**Floorplan with the power grid**

Scale bar: 20 um. Pins as bars on the die edge.
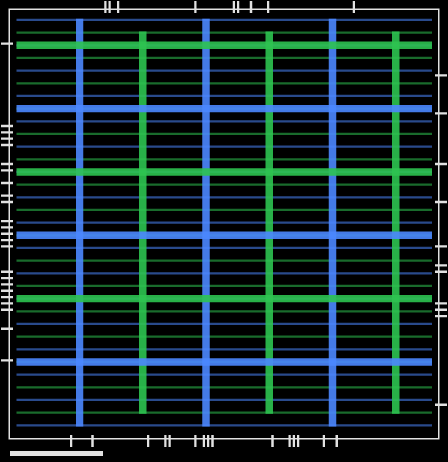
**Cell area per tile**

Scale bar: 20 um. 9 x 9 tiles, from black (low) to pale yellow (high), 0 to 100% covered.
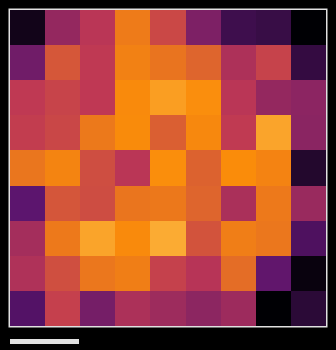
**Cell classes on the final placement**

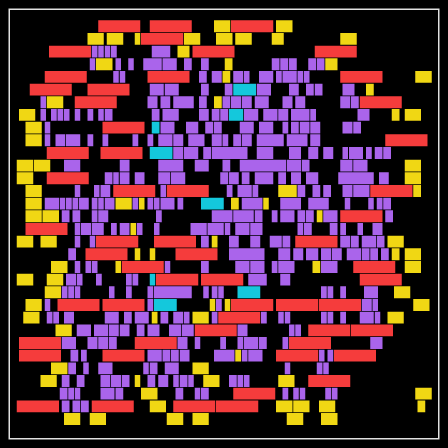
**I/O nets highlighted**

Scale bar: 20 um.
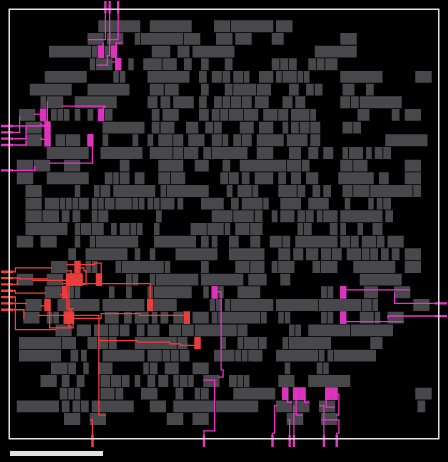
**Track usage over the die**

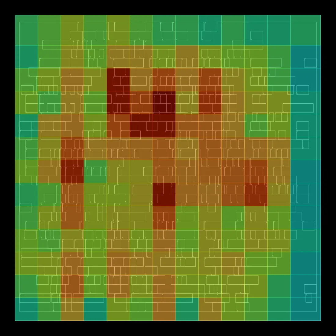
## src/rtl/seq_detect_ctrl.sv

```systemverilog
// Serial 1010 detector (overlapping) with run controller: start/stop/ack, match target, bit window.
// Latency: match, counters and status reflect a bit sampled at edge N right after edge N.
// No backpressure: each bit_valid bit in RUN is consumed on its edge, and bits outside RUN are dropped.
module seq_detect_ctrl #(
  parameter int CNT_W = 8,
  parameter int WIN_W = 16
) (
  input  logic             clk,
  input  logic             reset,
  input  logic             start,
  input  logic             stop,
  input  logic             ack,
  input  logic             inp,
  input  logic             bit_valid,
  input  logic [CNT_W-1:0] cfg_target,
  input  logic [WIN_W-1:0] cfg_window,
  output logic             busy,
  output logic             done,
  output logic             timeout,
  output logic             match,
  output logic [CNT_W-1:0] match_cnt,
  output logic [WIN_W-1:0] bit_cnt
);

  typedef enum logic [1:0] {IDLE, RUN, DONE, TIMEOUT} state_t;
  // Detector state names the suffix seen so far: none, 1, 10, 101.
  typedef enum logic [1:0] {S0, S1, S2, S3} det_t;

  state_t           state_q;
  det_t             det_q;
  det_t             det_d;
  logic             hit_d;
  logic [CNT_W-1:0] tgt_q;
  logic [WIN_W-1:0] win_q;
  logic [CNT_W-1:0] match_cnt_q;
  logic [CNT_W-1:0] match_cnt_d;
  logic [WIN_W-1:0] bit_cnt_q;
  logic [WIN_W-1:0] bit_cnt_d;
  logic             match_q;
  logic             busy_q;
  logic             done_q;
  logic             timeout_q;

  // Next detector state, match hit and incremented counters for the current input bit.
  always_comb begin
    det_d = det_q;
    hit_d = 1'b0;
    case (det_q)
      S0: det_d = inp ? S1 : S0;
      S1: det_d = inp ? S1 : S2;
      S2: det_d = inp ? S3 : S0;
      S3: begin
        det_d = inp ? S1 : S2;
        hit_d = ~inp;
      end
      default: det_d = S0;
    endcase
    // The run always ends at the target before match_cnt can wrap.
    match_cnt_d = match_cnt_q + CNT_W'(1);
    // With no window the bit counter parks at all-ones instead of wrapping.
    bit_cnt_d = (&bit_cnt_q) ? bit_cnt_q : bit_cnt_q + WIN_W'(1);
  end

  // Controller FSM with registered status flags, counters and match pulse.
  always_ff @(posedge clk or negedge reset) begin
    if (!reset) begin
      state_q     <= IDLE;
      det_q       <= S0;
      tgt_q       <= '0;
      win_q       <= '0;
      match_cnt_q <= '0;
      bit_cnt_q   <= '0;
      match_q     <= 1'b0;
      busy_q      <= 1'b0;
      done_q      <= 1'b0;
      timeout_q   <= 1'b0;
    end else begin
      match_q <= 1'b0;
      case (state_q)
        IDLE: begin
          if (start) begin
            tgt_q       <= cfg_target;
            win_q       <= cfg_window;
            match_cnt_q <= '0;
            bit_cnt_q   <= '0;
            det_q       <= S0;
            if (cfg_target == '0) begin
              state_q <= DONE;
              done_q  <= 1'b1;
            end else begin
              state_q <= RUN;
              busy_q  <= 1'b1;
            end
          end
        end
        RUN: begin
          // Stop wins over a bit arriving in the same cycle: the bit is dropped.
          if (stop) begin
            state_q <= IDLE;
            busy_q  <= 1'b0;
          end else if (bit_valid) begin
            det_q     <= det_d;
            bit_cnt_q <= bit_cnt_d;
            if (hit_d) begin
              match_q     <= 1'b1;
              match_cnt_q <= match_cnt_d;
            end
            // Reaching the target on the last window bit counts as DONE.
            if (hit_d && (match_cnt_d == tgt_q)) begin
              state_q <= DONE;
              busy_q  <= 1'b0;
              done_q  <= 1'b1;
            end else if ((win_q != '0) && (bit_cnt_d == win_q)) begin
              state_q   <= TIMEOUT;
              busy_q    <= 1'b0;
              timeout_q <= 1'b1;
            end
          end
        end
        DONE, TIMEOUT: begin
          if (ack) begin
            state_q   <= IDLE;
            done_q    <= 1'b0;
            timeout_q <= 1'b0;
          end
        end
        default: begin
          state_q <= IDLE;
          busy_q  <= 1'b0;
        end
      endcase
    end
  end

  assign busy      = busy_q;
  assign done      = done_q;
  assign timeout   = timeout_q;
  assign match     = match_q;
  assign match_cnt = match_cnt_q;
  assign bit_cnt   = bit_cnt_q;

endmodule

```

## config.mk

```make
export PLATFORM = sky130hd
export DESIGN_NAME = seq_detect_ctrl
export DESIGN_NICKNAME = d
export VERILOG_FILES = /design/src/rtl/seq_detect_ctrl.sv
export SDC_FILE = /design/constraint.sdc
export NUM_CORES = 1
export LEC_CHECK = 0
export CORE_UTILIZATION = 45
export DETAILED_ROUTE_END_ITERATION = 12
export GPL_ROUTABILITY_DRIVEN = 0
export GPL_TIMING_DRIVEN = 0
export HOLD_SLACK_MARGIN = 0.15
export PLACE_DENSITY_LB_ADDON = 0.15
export RECOVER_POWER = 50
export SLEW_MARGIN = 10
export SYNTH_ARGS = -nofsm -noshare
export SYNTH_HDL_FRONTEND = slang
export SYNTH_SLANG_ARGS = --single-unit
```

## constraint.sdc

```tcl
create_clock -name clk -period 3.2 [get_ports clk]
set_input_delay 0.32 -clock clk [delete_from_list [all_inputs] [get_ports clk]]
set_output_delay 0.32 -clock clk [all_outputs]
set_load 0.05 [all_outputs]
```

==> flow_summary.yaml <==
# yosys + openroad results
logic_synthesis:
  yosys.area_share.simple: 0.3156
  async_reset_ff_frac: 1.000
  yosys_warnings: 0
  edf_count: 0
  syn_inst: 432
  ys_sh_adder: 0.006882
placed_design:
  placed_cell_area_sq_um: 4342
clock_network:
  clock_path_buffers: 2
  cts_root_buf: "clkbuf_8"
  cts_tree: "done"
  cts_buffers: 5
  cts_resized: 0
finish:
  final_area_sq_um: 4442
  layout_top_cell: "nand2_1"
  fillCellCount: 726
final_timing:
  worst_slack_ns: 0.1539
  clock_skew_ns: 0.01133
job:
  maxCapViolations: 0
routing:
  wl_met2_um: 4546
  wire_per_inst_um: 16.37
  route.met3.wl_um: 505
  highest_layer: "met4"
outcome:
  status: "finished clean"
setup_path:
  worst_path_largest_cell_delay_ns: 0.60
  path_cells: "clkbuf_1 > nand2_1 > nor4_2 > mux2_2 > a2111oi_0 > nor4b_2 > and2_1 > a31oi_1"
  r2r-start: "bit_cnt[12]$_DFFE_PN0P_"
-- 'floorplan with the power grid' (at the start) --
legend:
  green:
    net: VDD
  blue:
    net: VSS
met4 straps: 6
rows: 32
Die W: 91.89 um
Max IR drop VDD: 0.3558 mV

-- 'cell area per tile' (at the start) --
fullest tile: 82%
nearly empty tiles: 2.5%
emptiest ninth of the die: north-east
mean over tiles: 51%
tiles over 75% full: 7.4%
fin util: 0.5718
FP Util: 0.4681
core area: 7767 sq um

-- 'cell classes on the final placement' (at the start) --
legend:
  yellow:
    class: other buffers and delay cells
    cells: 86
    share_of_their_area: 17%
  red:
    class: flops
    cells: 56
    share_of_their_area: 32%
  cyan:
    class: clock drivers and dummy loads
    cells: 8
    share_of_their_area: 2.0%
  purple:
    class: all other logic
    cells: 349
    share_of_their_area: 49%
FP Rows: 32
fraction of area in registers: 0.3155

-- 'I/O nets highlighted' (at the start) --
legend:
  red:
    port: `cfg_target`
    bits: 8
    direction: input
    end_cells: 10
    buffers: 8
    wire: 234 um
  magenta:
    port: `cfg_window`
    bits: 16
    direction: input
    end_cells: 16
    buffers: 16
    wire: 249 um
port bufs: 58
Ports: 59

-- 'track usage over the die' (at the start) --
global route hottest layer: met2
met2 global-route usage: 0.3843
met3 layer usage reported by global route: 0.03400
GR Util met1: 0.3593
gr usage total: 0.2456

Yosys cell counts, types with 8 or more instances:
cell type | n | area share
nand4_1 | 11 | 0.019
nor3_1 | 8 | 0.011
o21ai_0 | 31 | 0.043
nand3_1 | 16 | 0.022
nor2_1 | 25 | 0.026
inv_1 | 9 | 0.0093
xnor2_1 | 16 | 0.039
clkbuf_1 | 13 | 0.013
buf_2 | 8 | 0.011
and2_1 | 8 | 0.014
nand2_1 | 92 | 0.095
nor4_1 | 12 | 0.021
a21oi_1 | 22 | 0.030
dfrtp_1 | 56 | 0.39
path summary, 6_finish.rpt:
| check | end | slack, ns | cells after the start |
|---|---|---|---|
| setup / recovery | busy$_DFFE_PN0P_ | 0.15 | 8 |
| hold / removal | timeout$_DFFE_PN0P_ | 0.51 | 1 |
| setup reg to reg | busy$_DFFE_PN0P_ | 0.15 | 8 |
| hold reg to reg | timeout$_DFFE_PN0P_ | 0.51 | 1 |
| max in group asynchronous | busy$_DFFE_PN0P_ | 1.49 | 2 |
| min in group asynchronous | match_cnt[2]$_DFFE_PN0P_ | 0.85 | 2 |
final cells by class:
type	instances	area, sq um	area share
Timing Repair Buffer	59	585.6	0.1318
Tap cell	102	127.6	0.02873
Clock inverter	2	13.76	0.003099
Multi-Input combinational cell	340	2076	0.4673
Buffer	27	131.4	0.02958
Sequential cell	56	1401	0.3155
Clock buffer	6	72.57	0.01634
Inverter	9	33.78	0.007606
registers in the layout, indices dropped and copies added (netlist names):
| name | flops |
|---|---|
| match | 1 |
| match_cnt | 8 |
| busy | 1 |
| bit_cnt | 16 |
| win_q | 16 |
| state_q | 2 |
| done | 1 |
| tgt_q | 8 |
| det_q | 2 |
| timeout | 1 |
power breakdown:
group | switching [mW] | internal (mW)
sequential | 0.226 | 0.890
combinational | 0.614 | 0.433
clock | 0.251 | 0.157
Power figures rest on the tool's default switching activity, not on a simulated workload.
